**config.mk**
```make
export PLATFORM = sky130hd
export DESIGN_NAME = lb_window_ctrl
export DESIGN_NICKNAME = d
export VERILOG_FILES = /design/src/rtl/lb_window_ctrl.sv
export SDC_FILE = /design/constraint.sdc
export NUM_CORES = 1
export LEC_CHECK = 0
export ABC_AREA = 1
export CAP_MARGIN = 10
export CELL_PAD_IN_SITES_DETAIL_PLACEMENT = 0
export CELL_PAD_IN_SITES_GLOBAL_PLACEMENT = 1
export CORE_MARGIN = 2
export CORE_UTILIZATION = 29
export CTS_BUF_LIST = sky130_fd_sc_hd__clkbuf_4 sky130_fd_sc_hd__clkbuf_8 sky130_fd_sc_hd__clkbuf_16
export CTS_CLUSTER_DIAMETER = 150
export DETAILED_ROUTE_END_ITERATION = 6
export PLACE_DENSITY_LB_ADDON = 0.2
export SYNTH_ARGS = -nofsm -noshare
export SYNTH_HDL_FRONTEND = slang
export SYNTH_SLANG_ARGS = --single-unit
```
**constraint.sdc**
```tcl
create_clock -name clk -period 1.9 [get_ports clk]
set_input_delay 0.285 -clock clk [delete_from_list [all_inputs] [get_ports clk]]
set_output_delay 0.285 -clock clk [all_outputs]
set_load 0.01 [all_outputs]
```
**src/rtl/lb_window_ctrl.sv**
```systemverilog
// Sequences three line buffers into a 3x3 window stream: fills one line per burst,
// then issues per-column reads and hands windows downstream over valid/ready.
module lb_window_ctrl #(
    parameter int LINE_BYTES  = 100,
    parameter int WORDS       = 25,
    parameter int FRAME_LINES = 28,
    parameter int ADDR_W      = 7
) (
    input  logic              clk,
    input  logic              rst,
    input  logic              frame_start,
    input  logic              in_valid,
    input  logic [31:0]       in_data,
    output logic              in_ready,
    output logic [2:0]        lb_wr_en,
    output logic [31:0]       lb_wr_data,
    output logic              lb_rd_en,
    output logic [ADDR_W-1:0] lb_rd_addr,
    input  logic [2:0]        lb_data_valid,
    output logic              win_valid,
    input  logic              win_ready,
    output logic [1:0]        win_top,
    output logic [ADDR_W-1:0] win_col,
    output logic [4:0]        win_row,
    output logic              frame_done,
    output logic              err_underrun
);

    localparam logic [2:0] S_FLUSH    = 3'd0;
    localparam logic [2:0] S_IDLE     = 3'd1;
    localparam logic [2:0] S_WR_ARM   = 3'd2;
    localparam logic [2:0] S_WR_BURST = 3'd3;
    localparam logic [2:0] S_WR_WAIT  = 3'd4;
    localparam logic [2:0] S_RD_ISSUE = 3'd5;
    localparam logic [2:0] S_RD_WAIT  = 3'd6;
    localparam logic [2:0] S_WIN_OUT  = 3'd7;

    localparam int CNT_W = $clog2(WORDS + 3);
    localparam logic [CNT_W-1:0]  FLUSH_INIT = CNT_W'(WORDS + 2);
    localparam logic [CNT_W-1:0]  WCNT_LAST  = CNT_W'(WORDS - 1);
    localparam logic [ADDR_W-1:0] COL_LAST   = ADDR_W'(LINE_BYTES - 3);
    localparam logic [4:0]        LINE_LAST  = 5'(FRAME_LINES);

    logic [2:0]        r_state;
    logic [CNT_W-1:0]  r_flush_cnt;
    logic [CNT_W-1:0]  r_wcnt;
    logic [4:0]        r_line;
    logic [1:0]        r_wr_sel;
    logic [1:0]        r_top;
    logic [ADDR_W-1:0] r_col;
    logic              r_rd_first;
    logic              r_frame_done;
    logic              r_err;

    logic [4:0]        w_line_nxt;
    logic [1:0]        w_wr_sel_nxt;
    logic [1:0]        w_top_nxt;

    assign w_line_nxt   = r_line + 5'd1;
    assign w_wr_sel_nxt = (r_wr_sel == 2'd2) ? 2'd0 : r_wr_sel + 2'd1;
    assign w_top_nxt    = (r_top == 2'd2) ? 2'd0 : r_top + 2'd1;

    always_ff @(posedge clk or posedge rst) begin
        if (rst) begin
            r_state      <= S_FLUSH;
            r_flush_cnt  <= FLUSH_INIT;
            r_wcnt       <= '0;
            r_line       <= '0;
            r_wr_sel     <= '0;
            r_top        <= '0;
            r_col        <= '0;
            r_rd_first   <= 1'b0;
            r_frame_done <= 1'b0;
            r_err        <= 1'b0;
        end else begin
            r_frame_done <= 1'b0;
            case (r_state)
                // A buffer may still be mid-burst from before reset; let it drain.
                S_FLUSH: begin
                    if (r_flush_cnt == CNT_W'(1)) begin
                        r_state <= S_IDLE;
                    end else begin
                        r_flush_cnt <= r_flush_cnt - CNT_W'(1);
                    end
                end
                S_IDLE: begin
                    if (frame_start) begin
                        r_err    <= 1'b0;
                        r_line   <= '0;
                        r_wr_sel <= '0;
                        r_top    <= '0;
                        r_state  <= S_WR_ARM;
                    end
                end
                S_WR_ARM: begin
                    r_wcnt  <= '0;
                    r_state <= S_WR_BURST;
                end
                S_WR_BURST: begin
                    if (!in_valid) begin
                        r_err <= 1'b1;
                    end
                    r_wcnt <= r_wcnt + CNT_W'(1);
                    if (r_wcnt == WCNT_LAST) begin
                        r_state <= S_WR_WAIT;
                    end
                end
                S_WR_WAIT: begin
                    r_line   <= w_line_nxt;
                    r_wr_sel <= w_wr_sel_nxt;
                    if (w_line_nxt < 5'd3) begin
                        r_state <= S_WR_ARM;
                    end else begin
                        r_col   <= '0;
                        r_state <= S_RD_ISSUE;
                    end
                end
                S_RD_ISSUE: begin
                    r_rd_first <= 1'b1;
                    r_state    <= S_RD_WAIT;
                end
                // data_valid still shows the previous read during the first cycle.
                S_RD_WAIT: begin
                    r_rd_first <= 1'b0;
                    if (!r_rd_first && lb_data_valid == 3'b111) begin
                        r_state <= S_WIN_OUT;
                    end
                end
                S_WIN_OUT: begin
                    if (win_ready) begin
                        if (r_col < COL_LAST) begin
                            r_col   <= r_col + ADDR_W'(1);
                            r_state <= S_RD_ISSUE;
                        end else if (r_line == LINE_LAST) begin
                            r_frame_done <= 1'b1;
                            r_state      <= S_IDLE;
                        end else begin
                            r_top   <= w_top_nxt;
                            r_state <= S_WR_ARM;
                        end
                    end
                end
                default: r_state <= S_FLUSH;
            endcase
        end
    end

    assign in_ready     = (r_state == S_WR_BURST);
    assign lb_wr_en     = (r_state == S_WR_ARM) ? (3'b001 << r_wr_sel) : 3'b000;
    assign lb_wr_data   = in_data;
    assign lb_rd_en     = (r_state == S_RD_ISSUE);
    assign lb_rd_addr   = r_col;
    assign win_valid    = (r_state == S_WIN_OUT);
    assign win_top      = r_top;
    assign win_col      = r_col;
    assign win_row      = win_valid ? (r_line - 5'd3) : 5'd0;
    assign frame_done   = r_frame_done;
    assign err_underrun = r_err;

endmodule

```
Run 1, placed standard cells:
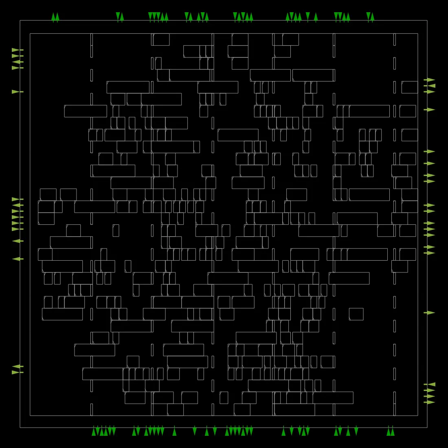
row count: 32
Filler Cells Inserted: 854
flop count: 32

Run 1, clock network drawn from the DEF:
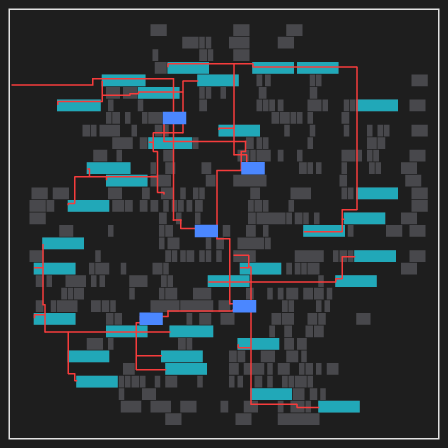
[clock-net drivers] blue | count: 5
[flip-flops] cyan | count: 32
[clock wires] red | length: 571 um
routed clock nets	6
flops lie	all over the die
Clk pwr share: 17.3%
Clk power: 0.583 mW
clock skew: 0.00904 ns
later-pin clock latency in the skew report: 0.29 ns

Run 1, where the registers sit:
Bar = 20 um. Other sequential cells in the stronger gray, the rest of the logic in the fainter gray.
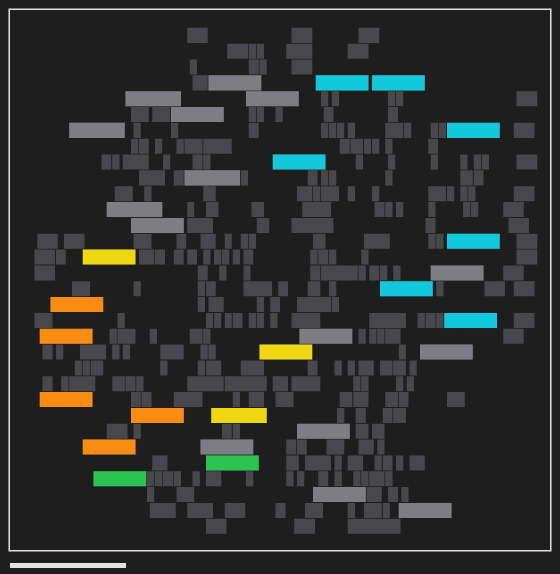
signal	color	flops
`r_wr_sel`	green	2
`lb_rd_addr`	cyan	7
`r_wcnt`	orange	5
`r_state`	yellow	3
not colored	15
sequential power: 0.999 mW
flop share of the area: 29.9%

Run 1, sizing map:
Bar = 20 um.
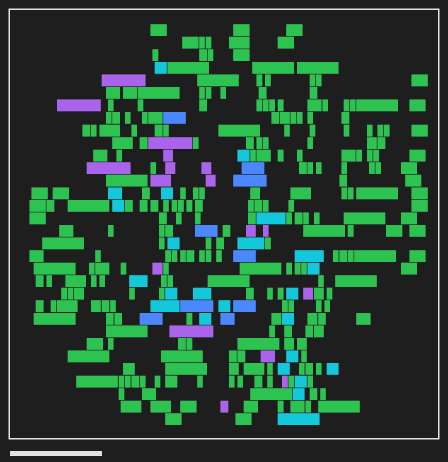
size	color	cells	share
x2	purple	17	5.4%
x6 and larger	blue	9	2.8%
x3 and x4	cyan	24	7.6%
x1 and smaller	green	267	84%

==> run summary, run 1 <==
yosys + openroad results -> Post-CTS Hold Buffers=0, Top Ports=approximately 100, initial antenna violation count=0, PwrDens=1250 nW/um2, cell total after placement=406, Final setup viols=0, Hold Path Class=in2async, count leader, synth=nand2_1, Flops after synth=32, H-tree depth=2, Total Wirelength=just over 5000 um, Antenna Cells=0, biggest fanout along the worst timing path=5, clock-pin transition on the worst setup and hold timing paths=0.07 ns, fin crit period=1.80 ns, tally of OpenROAD warnings=31, dpl hpwl=between 3000 and 4000 um, P&R area growth vs syn=18.2%, Chip Area, Yosys=between 2000 and 2500 um2, CTS Buf Count=5, max-cap violation count=0, Die Ht=about 93 um, relative slew slack=71.1%, static leakage=1.37 nW, Placer Congestion=0.790, clock sinks=32, number of port buffers=36, ys cells=roughly 300, asr flop ratio synth=100%, Longest Clk Path Bufs=2, status=finished clean, Arrival @ worst endpoint=around 1.5 ns, Final Slew Violations=0, post-route setup slack=0.0994 ns, Nets=around 360, crit path kind=reg2out, most frequent cells after synthesis=nand2_1, buf_4, inv_1, period utilization=94.8%
==> run 1: worst max-delay path by stage <==
stage,startpoint,end,slack (ns),depth (start not counted)
finish,r_line[1],win_row[4],0.1,5
detailed placement,r_line[0],win_row[4],0.02,5
floorplan,r_state[2],win_row[4],0.33,5
global placement,r_line[0],win_row[4],0.06,5
global route,r_line[1],lb_rd_addr[2],-0.02,10
CTS,r_state[0],win_valid,-0.06,4
==> run 1: repair_timing <==
| item | CTS | global route |
|---|---|---|
| pin swaps | 0 | 0 |
| buffers inserted | 5 | 0 |
| resized | 15 | 10 |
| setup endpoints to repair | 10 | 13 |
==> run 1: metrics by stage <==
stage	instance area (um2)	util [%]
floorplan	2280	-
global placement	2530	32.9
detailed placement	2530	32.9
CTS	2690	34.9
global route	2700	35.1
finish	2700	35.1
==> run 1: layout make-up <==
cell class	count	area [um2]	share of cell area (%)
sequential	32	807	29.9
timing repair buffer	50	460	17.0
multi-input combinational	190	1060	39.2
inverter	37	149	5.51
clock buffer	8	97.6	3.61
tap	102	128	4.72
==> run 1: layer usage <==
layer  vias up  GRT usage [%]  share of wire, %
met2        33           19.6                47
li1        957              -                 -
met4         0           4.29              0.73
met1       849           16.5                48
met3         4           3.58               4.0
met5         -              0                 0
==> run 1: where the power goes <==
part	total [mW]	switching (mW)	internal (mW)
registers	0.999	0.150	0.849
clock network	0.583	0.259	0.324
logic	1.79	1.08	0.703
==> run 1: flip-flops by register name, summed over array words and instances (netlist names) <==
signal and flops:
lb_rd_addr 7, r_wr_sel 2, r_wcnt 5, err_underrun 1, r_line 5, r_state 3
r_flush_cnt 5, r_rd_first 1, frame_done 1, win_top 2
==> run 1: critical path, cell delays in order, from the launching register on <==
cell,delay (ns)
dfrtp_1,0.41
ha_4,0.19
inv_1,0.07
a31oi_1,0.08
nor3_1,0.19
dlygate4sd2_1,0.30
==> run 1: placed cells by master (no fill, tap or decap), types with 8 or more instances in the layout <==
cell type        count
inv_1               33
nand3_1             21
dfrtp_1             27
nand2_1             75
o21ai_0             14
buf_4               14
nor2_1              23
nand4_1              8
clkdlybuf4s50_1     25
==> run 1: logic make-up (layout without fill, tap and decap cells) <==
| family | after synthesis | in the layout | share of synthesized area (%) |
|---|---|---|---|
| simple gates | 147 | 147 | 30.7 |
| compound gates | 28 | 28 | 7.17 |
| buf+inv | 78 | 95 | 19.9 |
| fa+ha+maj | 7 | 7 | 3.83 |
| xor+xnor | 7 | 7 | 2.68 |
| mux | 1 | 1 | 0.438 |
| flops | 32 | 32 | 35.3 |
==> run 2: changes to the inputs <==
CELL_PAD_IN_SITES_DETAIL_PLACEMENT = 1   (was 0)
CORE_UTILIZATION = 30   (was 29)
CTS_BUF_LIST = sky130_fd_sc_hd__clkbuf_8   (was sky130_fd_sc_hd__clkbuf_4 sky130_fd_sc_hd__clkbuf_8 sky130_fd_sc_hd__clkbuf_16)
==> run summary, run 2 <==
yosys + openroad results -> asr flop ratio synth=100%, Die Ht=91.3 um, number of port buffers=36, P&R area growth vs syn=17.3%, count leader, synth=nand2_1, Antenna Cells=0, Comb area=approximately 1000 um2, Final setup viols=0, clock skew=0.00444 ns, relative slew slack=70.9%, max FFs per register=7, critical path endpoint=in_ready, Top Ports=101, status=finished clean, most frequent cells after synthesis=nand2_1, buf_4, inv_1, fin crit period=about 1.8 ns, CP startpoint kind=flop, layout cell share with drive strength beyond 1=14.5%, period utilization=96.4%, static leakage=approximately 1.4 nW, Arrival @ worst endpoint=1.55 ns, post-route setup slack=0.0675 ns, Design Area, Final=2680 um2, row count=31, dominant logic cell type in the layout=nand2_1, crit path kind=reg2out, initial antenna violation count=0, H-tree depth=2, Fmax=0.546 GHz, Placer Congestion=just under 0.8, Longest Clk Path Bufs=2, Final Slew Violations=0, PwrDens=1250 nW/um2, switching pwr=1.51 mW, clock sinks=32, sw frac=45.1%, FF/Latch Area=808 um2, most frequent cells in the layout=nand2_1, inv_1, dfrtp_1, clkdlybuf4s50_1, nor2_1, tally of OpenROAD warnings=29, max-cap violation count=0, register area share after synthesis=a little over a third, Nets=363, Clk pwr share=between 10% and 20%, ys cells=300, Flops after synth=32, Hold Path Class=in2async, cell total after placement=406, post-placement cell area=2550 um2, Post-CTS Hold Buffers=0, biggest fanout along the worst timing path=5
[run 2: cell counts after synthesis]
No cell type changed its count.
[run 2: routing by layer]
metal | global-route usage [%] | vias to the layer above | share of wire, %
li1 | - | 956 | -
met1 | 17.7 | 922 | 46
met2 | 23.5 | 26 | 50
met3 | 2.74 | 4 | 3.3
met4 | 4.80 | 0 | 1.3
met5 | 0 | - | 0
[run 2: kinds of logic after synthesis]
group | after synthesis | share of synthesized area, %
muxes | 1 | 0.438
adders and majority gates | 7 | 3.83
DFF | 32 | 35.3
buffers and inverters | 78 | 19.9
AOI/OAI and AO/OA | 28 | 7.17
and+or+nand+nor | 147 | 30.7
xor gates and xnor gates | 7 | 2.68
[run 2: area by class of cell]
type	instances	area share, %
multi-input cells	190	39.0
flip-flops and latches	32	30.2
repair buffers	50	17.3
inverters	37	5.46
well taps	99	4.62
clock buffers	6	3.08
clock inverters	2	0.280
[run 2: what timing repair did]
action | CTS | global route
buffers inserted | 1 | 1
pin swaps | 0 | 0
gates resized | 12 | 6
endpoints found under the setup margin | 10 | 12
[run 2: critical path: stages, from the launching register on]
cell and delay [ns]:
dfrtp_1 0.42, buf_4 0.18, nor2_4 0.12, clkdlybuf4s50_1 0.55
[run 2: metrics by stage]
step                util [%]  hold WS (ns)
finish                  36.5         0.402
global route            36.5         0.464
CTS                     36.3         0.421
detailed placement      34.8         0.480
global placement        34.8         0.480
floorplan                  -         0.393
[run 2: power by group through the flow]
stage          Sequential, mW  Combinational, mW  Clock (mW)
4_1_cts                 0.997               1.81       0.580
5_1_grt                  1.03               2.03       0.610
3_5_place_dp            0.994               1.80           0
2_1_floorplan            1.01               1.17           0
3_3_place_gp            0.987               1.78           0
6_report                0.997               1.79       0.557
[run 2: worst min-delay path by stage]
stage | to | slack [ns] | depth (start not counted)
2_1_floorplan | err_underrun | 0.39 | 1
3_3_place_gp | r_flush_cnt[3] | 0.48 | 1
3_5_place_dp | r_flush_cnt[3] | 0.48 | 1
4_1_cts | r_flush_cnt[2] | 0.42 | 3
5_1_grt | lb_rd_addr[6] | 0.46 | 3
6_report | lb_rd_addr[6] | 0.40 | 3
Run 2, wire density map:
The die is cut into 18 by 18 equal tiles; dark blue is low, red is high, scaled to the fullest tile. Values are wire area over tile area, all layers added.
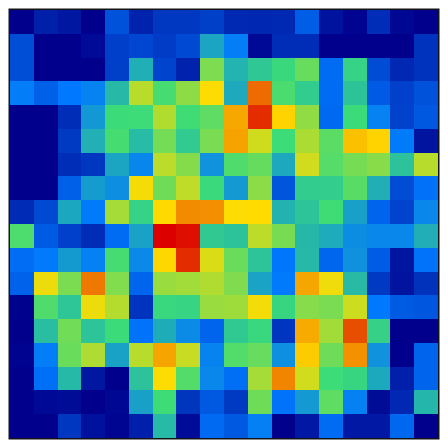
fullest tile	0.30
tiles over half the peak	30%
densest ninth of the die	center
emptiest ninth of the die	north-west
mean over tiles	0.10
DR vias: 1908
Total Wirelength: 5540 um
All-Layer GR Usage: 13.9%
routed len/inst: 13.3 um

==> run 3: changes to the inputs <==
REMOVE_ABC_BUFFERS = 1   (was unset)
==> run summary, run 3 <==
yosys + openroad results -> FF/Latch Area=just over 800 um2, ys cells=~300, DR vias=1993, Final setup viols=0, status=finished clean, Hold Path Class=in2async, Final Slew Violations=0, CP startpoint kind=flop, asr flop ratio synth=100%, CP bufs+invs=2, mux share=0.438%, Total Wirelength=6670 um, Arrival @ worst endpoint=1.53 ns, slowest CP cell=clkdlybuf4s50_1, biggest fanout along the worst timing path=5, Flops after synth=32, Longest Clk Path Bufs=2, initial antenna violation count=0, Synth Area in Simple Gates=30.7%, dpl hpwl=~5000 um, Top Ports=101, clock sinks=32, clock skew=0.00917 ns, period utilization=95.4%, max-cap violation count=0, crit path kind=reg2out, cell total after placement=405, max incr delay on CP=0.54 ns, row count=31, Fmax=about 0.55 GHz
==> run 3: kinds of logic after synthesis <==
family / count (synthesis)
AND-OR/OR-AND: 28
XOR/XNOR: 7
flip-flops: 32
multiplexers: 1
buffers and inverters: 78
adder cells (fa/ha/maj): 7
AND/OR/NAND/NOR: 147
==> run 3: worst register-to-register path, stage by stage, from the launching register on <==
cell	delay [ns]
dfrtp_1	0.38
buf_4	0.15
inv_1	0.11
ha_1	0.26
nand2_1	0.08
nand3_1	0.12
nor2_4	0.17
nand3_4	0.14
nand3_4	0.15
nand2_1	0.07
nand2_1	0.06
==> run 3: worst paths after layout <==
path	end	cells after the start	startpoint	slack (ns)
worst max-delay path	in_ready	3	r_state[2]	0.09
worst min-delay path	lb_rd_addr[1]	3	rst	0.38
worst max register to register	lb_rd_addr[4]	10	r_line[1]	0.15
worst min register to register	r_flush_cnt[3]	1	r_flush_cnt[3]	0.49
max in group asynchronous	r_flush_cnt[0]	3	rst	1.18
min in group clk	r_flush_cnt[3]	1	r_flush_cnt[3]	0.49
==> run 3: per-layer routing <==
metal	track usage, %	share of wire [%]
met4	3.41	0.82
met3	9.63	9.8
met5	4.49	0
met2	22.0	44
met1	21.8	45
==> run 3: what timing repair did <==
| item | CTS | global route |
|---|---|---|
| resized | 17 | 8 |
| endpoints found under the setup margin | 9 | 15 |
| gates cloned | 0 | 1 |
| buffers inserted | 5 | 2 |
| pin swaps | 0 | 4 |
==> run 3: report_power, final <==
| group | switching, mW | leakage [nW] | internal, mW |
|---|---|---|---|
| Combinational | 1.17 | 0.873 | 0.736 |
| Sequential | 0.126 | 0.413 | 0.847 |
| Clock | 0.273 | 0.0557 | 0.325 |
| Total | 1.57 | 1.34 | 1.91 |
==> run 3: final cells by class <==
type,count,share of cell area [%]
multi-input cells,191,39.1
flip-flops and latches,32,29.7
repair buffers,54,17.6
inverters,37,5.40
well taps,99,4.57
clock buffers,7,3.55
clock inverters,1,0.138
==> run 3: per-stage QoR <==
step	utilization (%)	total power, mW	hold slack [ns]	setup slack, ns	instance area, um2
floorplan	-	2.08	0.393	0.371	1980
global placement	34.7	2.75	0.477	0.0798	2540
detailed placement	34.7	2.78	0.486	0.0422	2540
global route	37.0	3.80	0.423	0.00487	2710
CTS	36.5	3.45	0.406	0.00652	2680
finish	37.0	3.47	0.380	0.0868	2710
Run 3, sizing map:
Bar = 20 um.
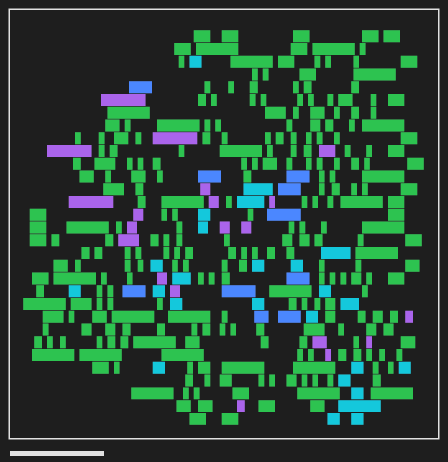
size	color	cells	share
x3 and x4	cyan	25	7.8%
x1 and smaller	green	267	83%
x2	purple	20	6.2%
x6 and larger	blue	10	3.1%
Design Area, Final: 2710 um2
post-route setup slack: 0.0868 ns
Non-clock buffers: 54
P&R area growth vs syn: 18.7%

No activity file was given, so power comes from the tool's default toggle rates.
